[config.mk]
export PLATFORM = sky130hd
export DESIGN_NAME = dither_dequant
export DESIGN_NICKNAME = d
export VERILOG_FILES = /design/src/rtl/dither_dequant.sv
export SDC_FILE = /design/constraint.sdc
export NUM_CORES = 1
export LEC_CHECK = 0
export CAP_MARGIN = 25
export CORE_ASPECT_RATIO = 1.4
export CORE_MARGIN = 5
export CORE_UTILIZATION = 35
export CTS_CLUSTER_DIAMETER = 60
export DETAILED_ROUTE_END_ITERATION = 8
export PLACE_DENSITY = 0.67
export REMOVE_ABC_BUFFERS = 1
export SETUP_SLACK_MARGIN = 0.1
export SYNTH_ARGS = -nofsm -noshare
export SYNTH_HDL_FRONTEND = slang
export SYNTH_SLANG_ARGS = --single-unit
[constraint.sdc]
create_clock -name clk -period 1.8 [get_ports clk]
set_input_delay 0.45 -clock clk [delete_from_list [all_inputs] [get_ports clk]]
set_output_delay 0.45 -clock clk [all_outputs]
set_load 0.01 [all_outputs]
[src/rtl/dither_dequant.sv]
// dither_dequant: re-expands round-to-nearest quantized samples to full precision,
// filling the dropped LSBs with centred LFSR dither and clamping at the negative limit.
module dither_dequant #(
  parameter int NBITS = 4,
  parameter int DIN = 16,
  parameter logic [15:0] SEED = 16'hACE1
) (
  input  logic           clk,
  input  logic           rst,
  output logic           din_ready,
  input  logic           din_valid,
  input  logic [DIN-1:0] din_data,
  input  logic           dout_ready,
  output logic           dout_valid,
  output logic [DIN-1:0] dout_data
);
  localparam logic [15:0] SEED_I = (SEED == 16'h0) ? 16'hACE1 : SEED;
  logic [15:0] r_lfsr;
  logic r_valid;
  logic [DIN-1:0] r_data;
  logic w_acc;
  logic w_sat;
  logic w_unused;
  logic [DIN:0] w_q;
  logic [DIN:0] w_r;
  assign din_ready = !r_valid || dout_ready;
  assign w_acc = din_valid && din_ready;
  assign w_unused = ^din_data[NBITS-1:0];
  // one extra bit of headroom so the negative underflow is visible before clamping
  assign w_q = {din_data[DIN-1], din_data[DIN-1:NBITS], {NBITS{1'b0}}};
  assign w_r = w_q + (DIN+1)'(r_lfsr[NBITS-1:0]) - ((DIN+1)'(1) << (NBITS-1));
  assign w_sat = w_r[DIN] & ~w_r[DIN-1];
  always_ff @(posedge clk or posedge rst) begin
    if (rst) begin
      r_lfsr <= SEED_I;
      r_valid <= 1'b0;
      r_data <= '0;
    end else if (w_acc) begin
      r_lfsr <= (r_lfsr >> 1) ^ (r_lfsr[0] ? 16'hB400 : 16'h0000);
      r_data <= w_sat ? {1'b1, {(DIN-1){1'b0}}} : w_r[DIN-1:0];
      r_valid <= 1'b1;
    end else if (dout_ready) begin
      r_valid <= 1'b0;
    end
  end
  assign dout_valid = r_valid;
  assign dout_data = r_data;
endmodule

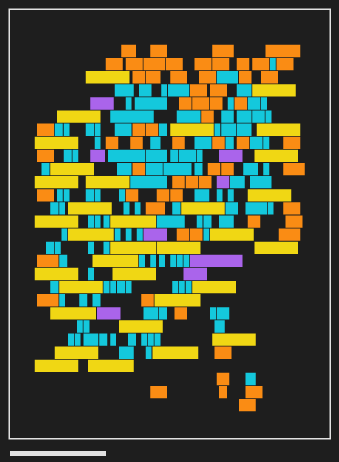
Figure 1: placed cells, one color a class.
The bar under the picture is 20 um long.
cyan -> combinational and other logic  # cells 120, share of their area 33%
orange -> other buffers and delay cells  # cells 64, share of their area 26%
purple -> clock drivers and dummy loads  # cells 8, share of their area 5.0%
yellow -> flops  # cells 33, share of their area 36%

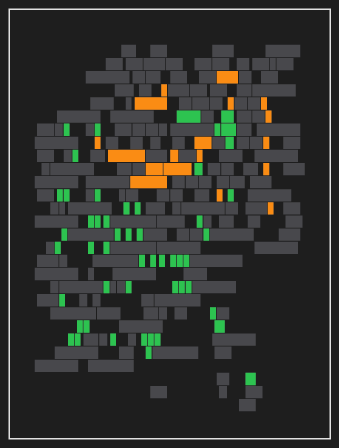
Figure 2: gate families picked out.
orange -> NOR gates  # cells 18, most used nor2_1
green -> NAND gates  # cells 51, most used nand2_1

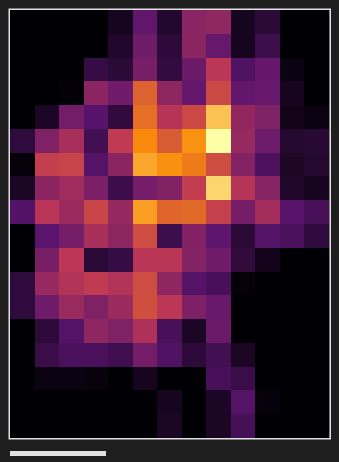
Figure 3: signal metal coverage by tile.
The bar under the picture is 20 um long. The die is cut into 13 by 18 equal tiles; black is low, pale yellow is high, scaled to the fullest tile. Values are wire area over tile area, all layers added.
tiles over half the peak = 12%
mean over tiles = 0.096
emptiest ninth of the die = bottom right
nearly empty tiles = 30%
densest ninth of the die = middle
fullest tile = 0.44

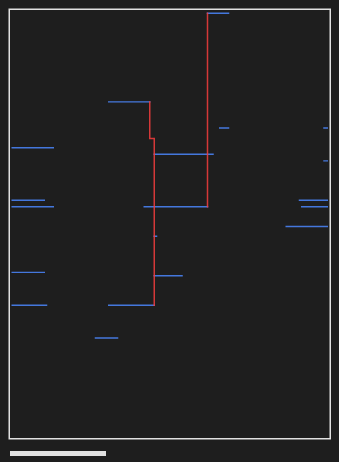
Figure 4: routed metal, one color a layer.
The bar under the picture is 20 um long. Only two layers are drawn.
blue -> metal 3  # wire length 119 um
red -> metal 4  # wire length 83.2 um

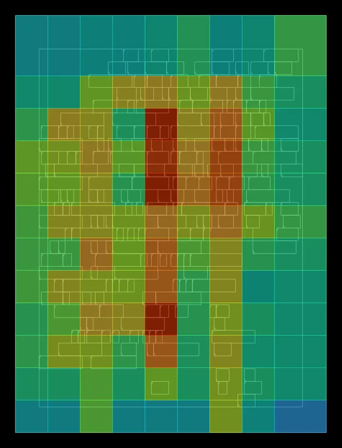
Figure 5: congestion heat map.
busiest layer in global routing: met2
gr usage total: 13.5%
routing usage on met1: 15.5%
fin util: 55.4%

==> flow_summary.ini <==
; yosys + openroad results
[routing]
postRouteAntennaNets = 0
dr_total_vias = 1304
firstDrtPassIters = 4

[final_timing]
rsz0062_at_grt = yes
hold_violations = 0
tightest_slew_ns = 0.324
finalCritPeriodShare_pct = 92.3

[power]
switching_power_uw = 688
switching_share_pct = 28.5
seqPwrFrac_pct = 44.6

[worst_setup_path]
reg2reg_slack_ns = 0.21
path_class = primary input to flip-flop

[job]
drv_cap = 0

[final_layout]
area_delta_synth_final_pct = 52.6
drive_above_1_share_pct = 29.3

[clock_tree]
numCtsBuffers = 5
h-tree-depth = 2
root_buffer = clkbuf_8

[yosys]
async_reset_ff_share_pct = 100

[placement]
dp_hpwl_mm = 2.57

[outcome]
status = finished clean

[die]
ios = 38
==> stage by stage <==
step                      hold slack, ns  util, %  cell area, um^2  instances  setup WS [ns]
after floorplan                    0.435        -             1530        153        0.00514
after global placement             0.446     50.1             2140        272         -0.382
after detailed placement           0.450     50.1             2140        272         -0.437
after CTS                          0.463     54.5             2330        284         0.0859
after global routing               0.483     55.4             2370        285         0.0833
final                              0.465     55.4             2370        285          0.139
==> worst max path at each step <==
stage,from,endpoint,slack (ns),cells past startpoint
floorplan,dout_ready,dout_data[15],0.005,3
detailed placement,din_data[4],dout_data[9],-0.44,7
finish,din_data[15],dout_data[10],0.14,7
global placement,din_data[4],dout_data[13],-0.38,7
global route,din_data[15],dout_data[13],0.08,7
CTS,dout_ready,din_ready,0.09,3
==> routing by layer <==
layer / vias up / routed length (um)
li1: 654 / -
met1: 622 / 1500
met2: 21 / 1890
met3: 7 / 118
met4: 0 / 83
met5: - / 0
==> power groups by stage <==
stage,logic [uW],registers (uW),clock network (uW)
6_report,628,1080,709
5_1_grt,697,1100,767
4_1_cts,638,1080,738
3_5_place_dp,610,1090,0
3_3_place_gp,595,1090,0
2_1_floorplan,258,1110,0
==> registers in the layout (all words and copies together), names as in the netlist <==
register	count
dout_data	16
dout_valid	1
r_lfsr	16
==> synthesized netlist by cell type, drive strengths merged, types with 2 or more instances <==
| cell | count | area, um^2 |
|---|---|---|
| nand2 | 44 | 165 |
| dfrtp | 25 | 626 |
| o21ai | 19 | 98.8 |
| nor2 | 10 | 37.5 |
| dfstp | 8 | 210 |
| a211oi | 6 | 55.1 |
| inv | 6 | 22.5 |
| xnor2 | 6 | 52.6 |
| xor2 | 5 | 43.8 |
| nor3 | 4 | 36.3 |
| clkbuf | 3 | 11.3 |
| nand2b | 3 | 18.8 |
| nor4 | 3 | 40.0 |
| and2 | 2 | 12.5 |
| buf | 2 | 10.0 |
| nand3 | 2 | 10.0 |
==> critical path, delay by kind of cell <==
kind                   cells  cell delay [ns]
buffers and inverters      3             0.79
AND-OR/OR-AND              2             0.39
AND/OR/NAND/NOR            2             0.22
==> logic make-up (layout without fill, tap and decap cells) <==
logic type      after synthesis  after routing  synth area share, %
compound gates               28             28                 11.9
buf+inv                      11             78                 2.82
fa+ha+maj                     1              1                0.807
simple gates                 72             72                 23.0
xor+xnor                     11             11                 6.21
flops                        33             33                 53.9
mux                           2              2                 1.37
==> layout make-up <==
cell class / instances / area [um^2] / area share (%)
clock buffer: 5 / 68.8 / 2.91
clock inverter: 3 / 46.3 / 1.96
inverter: 6 / 22.5 / 0.952
multi-input combinational: 114 / 731 / 30.9
sequential: 33 / 836 / 35.3
tap: 60 / 75.1 / 3.17
timing repair buffer: 64 / 587 / 24.8
==> what timing repair did <==
item | in CTS | in global routing
setup buffers | 4 | 1
endpoints found under the setup margin | 16 | 17
gates cloned | 0 | 0
pin swaps | 5 | 3
hold buffers | 0 | 0
resized | 14 | 11
Power and IR drop assume default switching activity.
